===== config.mk =====
export PLATFORM = sky130hd
export DESIGN_NAME = apb_master_arbiter
export DESIGN_NICKNAME = d
export VERILOG_FILES = /design/src/rtl/apb_master_arbiter.sv
export SDC_FILE = /design/constraint.sdc
export NUM_CORES = 1
export LEC_CHECK = 0
export ABC_AREA = 1
export CORE_MARGIN = 5
export CORE_UTILIZATION = 42
export CTS_BUF_LIST = sky130_fd_sc_hd__clkbuf_8
export DETAILED_ROUTE_END_ITERATION = 8
export PLACE_DENSITY = 0.84
export REMOVE_ABC_BUFFERS = 1
export SYNTH_ARGS = -nofsm -noshare
export SYNTH_HDL_FRONTEND = slang
export SYNTH_SLANG_ARGS = --single-unit

===== constraint.sdc =====
create_clock -name PClk -period 4.15 [get_ports PClk]
set_input_delay 0.83 -clock PClk [delete_from_list [all_inputs] [get_ports PClk]]
set_output_delay 0.83 -clock PClk [all_outputs]
set_load 0.005 [all_outputs]

===== src/rtl/apb_master_arbiter.sv =====
// Two-requester APB master: round-robin arbitration, fixed SETUP/ACCESS transfers
// (no PREADY), read data returned with a one-cycle done pulse per requester.

`ifndef APB_ADDR_WIDTH
`define APB_ADDR_WIDTH 32
`endif
`ifndef APB_DATA_WIDTH
`define APB_DATA_WIDTH 32
`endif

module apb_master_arbiter #(
  parameter int ADDR_WIDTH = `APB_ADDR_WIDTH,
  parameter int DATA_WIDTH = `APB_DATA_WIDTH
) (
  input  logic                  PClk,
  input  logic                  Rst,
  input  logic                  req0,
  input  logic                  req1,
  input  logic                  wr0,
  input  logic                  wr1,
  input  logic [ADDR_WIDTH-1:0] addr0,
  input  logic [ADDR_WIDTH-1:0] addr1,
  input  logic [DATA_WIDTH-1:0] wdata0,
  input  logic [DATA_WIDTH-1:0] wdata1,
  output logic                  done0,
  output logic                  done1,
  output logic [DATA_WIDTH-1:0] rdata,
  output logic [ADDR_WIDTH-1:0] PAddr,
  output logic                  PSel,
  output logic                  PEnable,
  output logic                  PWrite,
  output logic [DATA_WIDTH-1:0] PWData,
  input  logic [DATA_WIDTH-1:0] PRData
);

  typedef enum logic [1:0] {IDLE, SETUP, ACCESS} state_t;

  state_t state, state_nxt;
  logic   last_owner;   // requester served by the most recent grant
  logic   owner;        // requester owning the transfer in flight
  logic   elig0, elig1;
  logic   grant_valid;
  logic   grant_id;

  // A requester in its done cycle is masked so its completed command is not re-granted.
  always_comb begin
    elig0       = req0 & ~done0;
    elig1       = req1 & ~done1;
    grant_valid = (state == IDLE) && (elig0 || elig1);
    grant_id    = (elig0 && elig1) ? ~last_owner : elig1;
  end

  // NOTE: every output of a combinational block gets a default first; otherwise an
  // unassigned path infers a latch.
  always_comb begin
    state_nxt = state;
    PSel      = 1'b0;
    PEnable   = 1'b0;
    case (state)
      IDLE:    if (grant_valid) state_nxt = SETUP;
      SETUP: begin
        PSel      = 1'b1;
        state_nxt = ACCESS;
      end
      ACCESS: begin
        PSel      = 1'b1;
        PEnable   = 1'b1;
        state_nxt = IDLE;
      end
      default: state_nxt = IDLE;
    endcase
  end

  // NOTE: state registers use non-blocking assignments so every flop samples
  // pre-edge values regardless of statement order.
  always_ff @(posedge PClk or posedge Rst) begin
    if (Rst) state <= IDLE;
    else     state <= state_nxt;
  end

  // PSel/PEnable decode straight from state, so reset drops them asynchronously.
  always_ff @(posedge PClk or posedge Rst) begin
    if (Rst) begin
      PAddr      <= '0;
      PWrite     <= 1'b0;
      PWData     <= '0;
      rdata      <= '0;
      done0      <= 1'b0;
      done1      <= 1'b0;
      owner      <= 1'b0;
      last_owner <= 1'b1;
    end else begin
      done0 <= 1'b0;
      done1 <= 1'b0;
      if (grant_valid) begin
        owner      <= grant_id;
        last_owner <= grant_id;
        PWrite     <= grant_id ? wr1    : wr0;
        PAddr      <= grant_id ? addr1  : addr0;
        PWData     <= grant_id ? wdata1 : wdata0;
      end
      if (state == ACCESS) begin
        if (!PWrite) rdata <= PRData;
        if (owner) done1 <= 1'b1;
        else       done0 <= 1'b1;
      end
    end
  end

endmodule


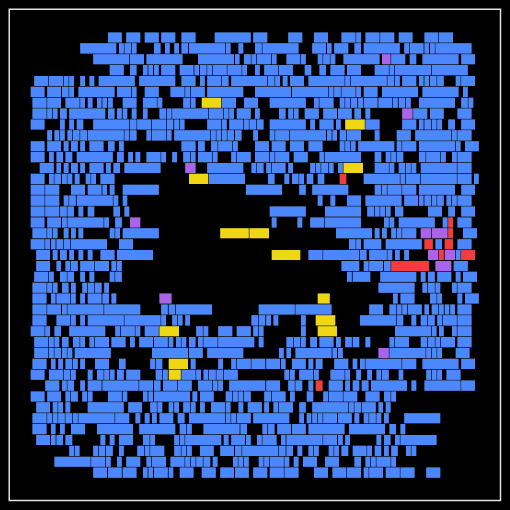
(run_1/sizes.png)
Drawn at 4 px/um.
- yellow: _6 and larger (cells 13)
- blue: _0 and _1 cells (cells 944)
- red: _2 cells (cells 9)
- purple: _3 and _4 cells (cells 11)

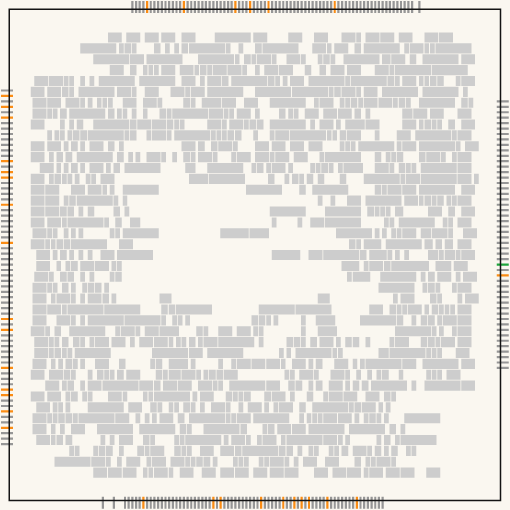
(run_1/io_placement.png)
Drawn at 4 px/um. Pins as bars across the die edge, other pins in grey.
- green: `req0` (pins 1; direction input; edge right)
- orange: `wdata1` (pins 32; direction input; edge 15 left, 10 bottom, 6 top, 1 right)

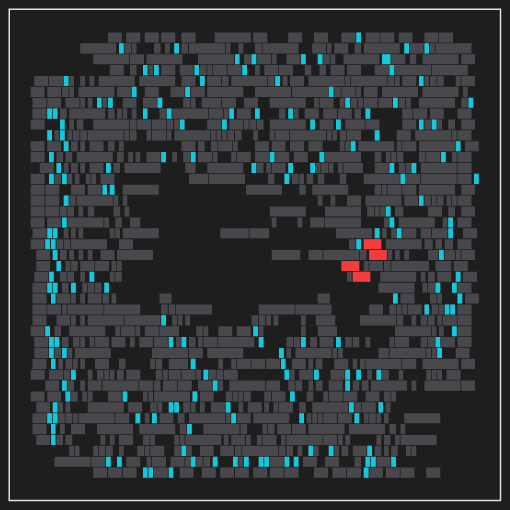
(run_1/logic_types.png)
Drawn at 4 px/um.
- red: adder and majority cells (cells 4; where middle right)
- cyan: inverters (cells 171; where all over the die)

==> results.json, run 1 <==
{
  "fmax_ghz": 0.410,
  "lay_top_cells": "266 x clkdlybuf4s50_1, 236 x nand2_1, 168 x inv_1",
  "syn_to_final_growth_pct": 54.0,
  "fp_util_pct": 42.4,
  "largestPowerGroup": "combinational cells",
  "fin_skew_ps": 19.0,
  "p_sw_w": 0.00186,
  "synth-seq-area-share_pct": 48.5,
  "slowest_stage": "clkdlybuf4s50_1",
  "root_buffer": "clkbuf_8",
  "htree_levels": 3,
  "logic_family": "simple AND/OR/NAND/NOR gates",
  "irDropWorstVdd_mv": 0.317,
  "area.sequential_mm2": 0.00258,
  "path_cells": "inv_1, ha_1, clkdlybuf4s50_1",
  "drc": 0,
  "path_clk_slew_ps": 90,
  "leakagePower_nw": 4.37,
  "clk-power_w": 0.000576,
  "core-area_mm2": 0.0125,
  "nNetsFinal": 1142,
  "maxCapViolCount": 0,
  "cts_tree": "yes",
  "warnings": 28,
  "crit_fanout": 4,
  "hold_depth": 1,
  "ys_ff": 103,
  "num_io_pins": 267,
  "finalCriticalPeriod_ps": 2440,
  "fin_crit_sh_pct": 58.7,
  "placed_cell_area_mm2": 0.00801,
  "logic_gates": 413,
  "dp_hpwl_um": 12000,
  "yosys.area_share.aoi_pct": 3.20,
  "grt_start_max_net_pins": 68,
  "status": "finished clean"
}
## run 1: cell usage after synthesis
cell type,instances
nand2_1,237
inv_1,168
nand3_1,133
dfrtp_1,102
o21ai_0,30
buf_2,21
buf_6,10
clkbuf_1,6
buf_4,5
ha_1,4
o21ai_1,4
inv_2,3
dfstp_2,1
nand2_2,1
nand2_4,1
nor2_1,1
nor2_4,1
or2_1,1
## run 1: path summary, 6_finish.rpt
path	end	slack (ps)
setup / recovery	PSel	1710
hold / removal	done0	470
setup reg to reg	PAddr[5]	2160
hold reg to reg	done0	470
max in group asynchronous	last_owner	2520
min in group asynchronous	rdata[7]	840
## run 1: routing by layer
metal  wire [um]  track usage [%]
met2        8220             37.2
met3        1350             5.53
met1        6390             25.1
met4         421             7.42
met5           0                0
## Run 2: what changed since run 1
clock period = 2.4 ns   (was 4.15 ns; I/O delays follow)
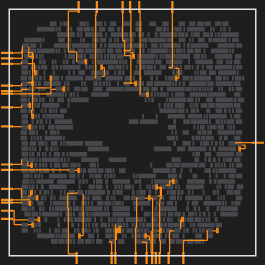
(run_2/io_fan.png)
Drawn at 2 px/um.
- orange: `wdata1` (bits 32; direction input; edge 15 left, 10 bottom, 6 top, 1 right; end cells 32; wire 767 um)

==> run 2 against run 1 <==
- register-to-register slack worse by 1400 ps
- critical path type unchanged
- design area rose by 1.1%
- first-iteration DRC count rose by 1.2%
- highest routed layer unchanged
==> results.json, run 2 <==
{
  "num_io_pins": 267,
  "fmax_ghz": 0.474,
  "yosys.area_share.aoi_pct": 3.20,
  "yosys-top-cells-count": "237 x nand2_1, 168 x inv_1, 133 x nand3_1, 102 x dfrtp_1, 30 x o21ai_0",
  "synthArstFlopShare_pct": 100,
  "fp_util_pct": 42.4,
  "synth-seq-area-share_pct": 48.5,
  "topRoutingLayerUsed": "met4",
  "area.sequential_mm2": 0.00258,
  "path_cells": "inv_1, ha_1, clkdlybuf4s50_1",
  "grt.met3_usage_pct": 5.12,
  "ff_type": "dfrtp_1",
  "leakagePower_nw": 4.41,
  "crit_fanout": 4,
  "nNetsFinal": 1146,
  "endpoint": "PEnable",
  "status": "finished clean",
  "path_clk_slew_ps": 100,
  "p_sw_w": 0.00319,
  "worst-r2r-setup-slack_ps": 720,
  "fin_skew_ps": 8.62,
  "syn_to_final_growth_pct": 55.6,
  "logic_family": "simple AND/OR/NAND/NOR gates",
  "slowest_stage": "clkdlybuf4s50_1",
  "finalCriticalPeriod_ps": 2110,
  "use_met2_pct": 36.9,
  "cts_tree": "yes",
  "largestPowerGroup": "combinational cells"
}
## run 2: worst min-delay path by stage
stage | startpoint | end | slack, ps | depth (start not counted)
global placement | owner | done0 | 440 | 1
CTS | owner | done0 | 470 | 1
global route | PWData[14] | PWData[14] | 500 | 2
detailed placement | owner | done0 | 450 | 1
finish | owner | done0 | 470 | 1
floorplan | owner | done0 | 420 | 1
## run 2: critical path: cells and delay by family (launching register included)
family / cells / cell delay (ps)
buffers and inverters: 2 / 650
flip-flops: 1 / 390
adder cells (fa/ha/maj): 1 / 230
## run 2: cell type report
type,instances,share of cell area [%]
Sequential cell,103,31.2
Clock inverter,6,1.12
Timing Repair Buffer,278,33.6
Clock buffer,10,1.66
Multi-Input combinational cell,413,22.0
Inverter,171,7.79
Tap cell,172,2.60
## Run 3: what changed since run 2
CORE_UTILIZATION = 45   (was 42)
PLACE_DENSITY = 0.89   (was 0.84)
clock period = 2.58 ns   (was 2.4 ns; I/O delays follow)
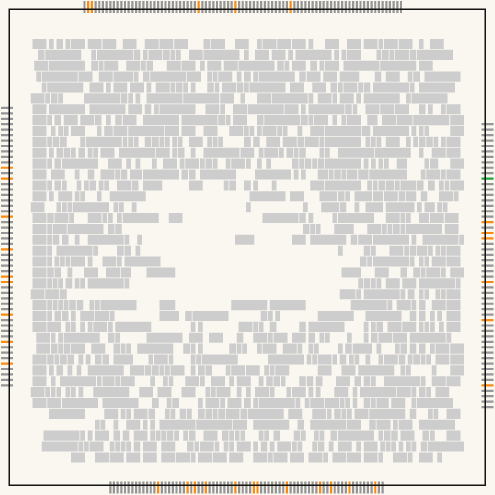
(run_3/io_placement.png)
Drawn at 4 px/um. Pins as bars across the die edge, other pins in grey.
- orange: `wdata1` (pins 32; direction input; edge 12 bottom, 9 left, 6 right, 5 top)
- green: `req0` (pins 1; direction input; edge right)
- all pins by edge: 87 top, 75 bottom, 53 right, 52 left

==> run 3 against run 2 <==
- hold slack worse by 30 ps
- critical path depth unchanged
- final cell count down 2.5%
- global-route usage up 1.8 points
- worst setup slack better by 140 ps
- design area down 0.98%
- count of clock-buffer cells in the layout down 1
- sequential power down 6%
- total power down 8.7%
- utilization up 5.0 points
- non-clock buffer count unchanged
- critical path type unchanged
- largest cell class unchanged
- highest routed layer unchanged
==> results.json, run 3 <==
{
  "root_buffer": "clkbuf_8",
  "topCellsByArea": "dfrtp_1 48%, nand2_1 17%, nand3_1 13%",
  "wl_met2_um": 8080,
  "num_io_pins": 267,
  "grt_start_max_net_pins": 67,
  "cts_tree": "yes",
  "critPathTopFamily": "buffers and inverters",
  "placed_cell_area_mm2": 0.00800,
  "ff_type": "dfrtp_1",
  "htree_levels": 3,
  "core-area_mm2": 0.0115,
  "fmax_ghz": 0.464,
  "largest_class": "buffers",
  "ys_ff": 103,
  "nNetsFinal": 1146,
  "area.sequential_mm2": 0.00258,
  "yosys-top-cells-count": "237 x nand2_1, 168 x inv_1, 133 x nand3_1, 102 x dfrtp_1, 30 x o21ai_0",
  "leakagePower_nw": 4.39,
  "final-clk-cell-share_pct": 2.26,
  "syn_to_final_growth_pct": 54.1,
  "synthArstFlopShare_pct": 100,
  "r2r-end": "rdata[25]",
  "yosys.area_share.aoi_pct": 3.20,
  "fp_util_pct": 46.1,
  "n_all_buffers": 278,
  "status": "finished clean",
  "maxCapViolCount": 0,
  "fin_skew_ps": 17.6,
  "lay_top_cells": "266 x clkdlybuf4s50_1, 236 x nand2_1, 167 x inv_1",
  "tap_cells": 143,
  "path_clk_slew_ps": 110,
  "synth_top_cell_by_count": "nand2_1",
  "dp_hpwl_um": 12300,
  "nNonClkInverters": 171,
  "path_cells": "inv_1, ha_1, clkdlybuf4s50_1",
  "layout.nonclk_buf_share_pct": 33.9,
  "use_met2_pct": 38.2,
  "antenna_found_initial": 0,
  "crit_fanout": 4,
  "gr-usage-met1_pct": 27.9,
  "logic_gates": 413,
  "rsz0062_at_grt": "no",
  "grt.met3_usage_pct": 5.59,
  "wl_per_cell_um": 14.6,
  "synth-seq-area-share_pct": 48.5,
  "critPathBufInv": 2,
  "warnings": 28,
  "nFlopsAndLatches": 103,
  "nClkBuffers": 9
}
## run 3: worst max path at each step
stage | startpoint | to | slack, ps | depth (start not counted)
2_1_floorplan | req0 | PAddr[0] | -1050 | 5
3_3_place_gp | req0 | PAddr[24] | 540 | 7
3_5_place_dp | req0 | PAddr[24] | 550 | 7
4_1_cts | state[0] | PEnable | 400 | 3
5_1_grt | state[0] | PEnable | 330 | 3
6_report | state[0] | PEnable | 430 | 3
## run 3: power by group
part / switching, W / internal, W / total (W)
Clock: 0.000613 / 0.000374 / 0.000987
Sequential: 0.000451 / 0.00243 / 0.00289
Combinational: 0.00196 / 0.00220 / 0.00415
Total: 0.00302 / 0.00501 / 0.00803
Power and IR drop assume default switching activity.
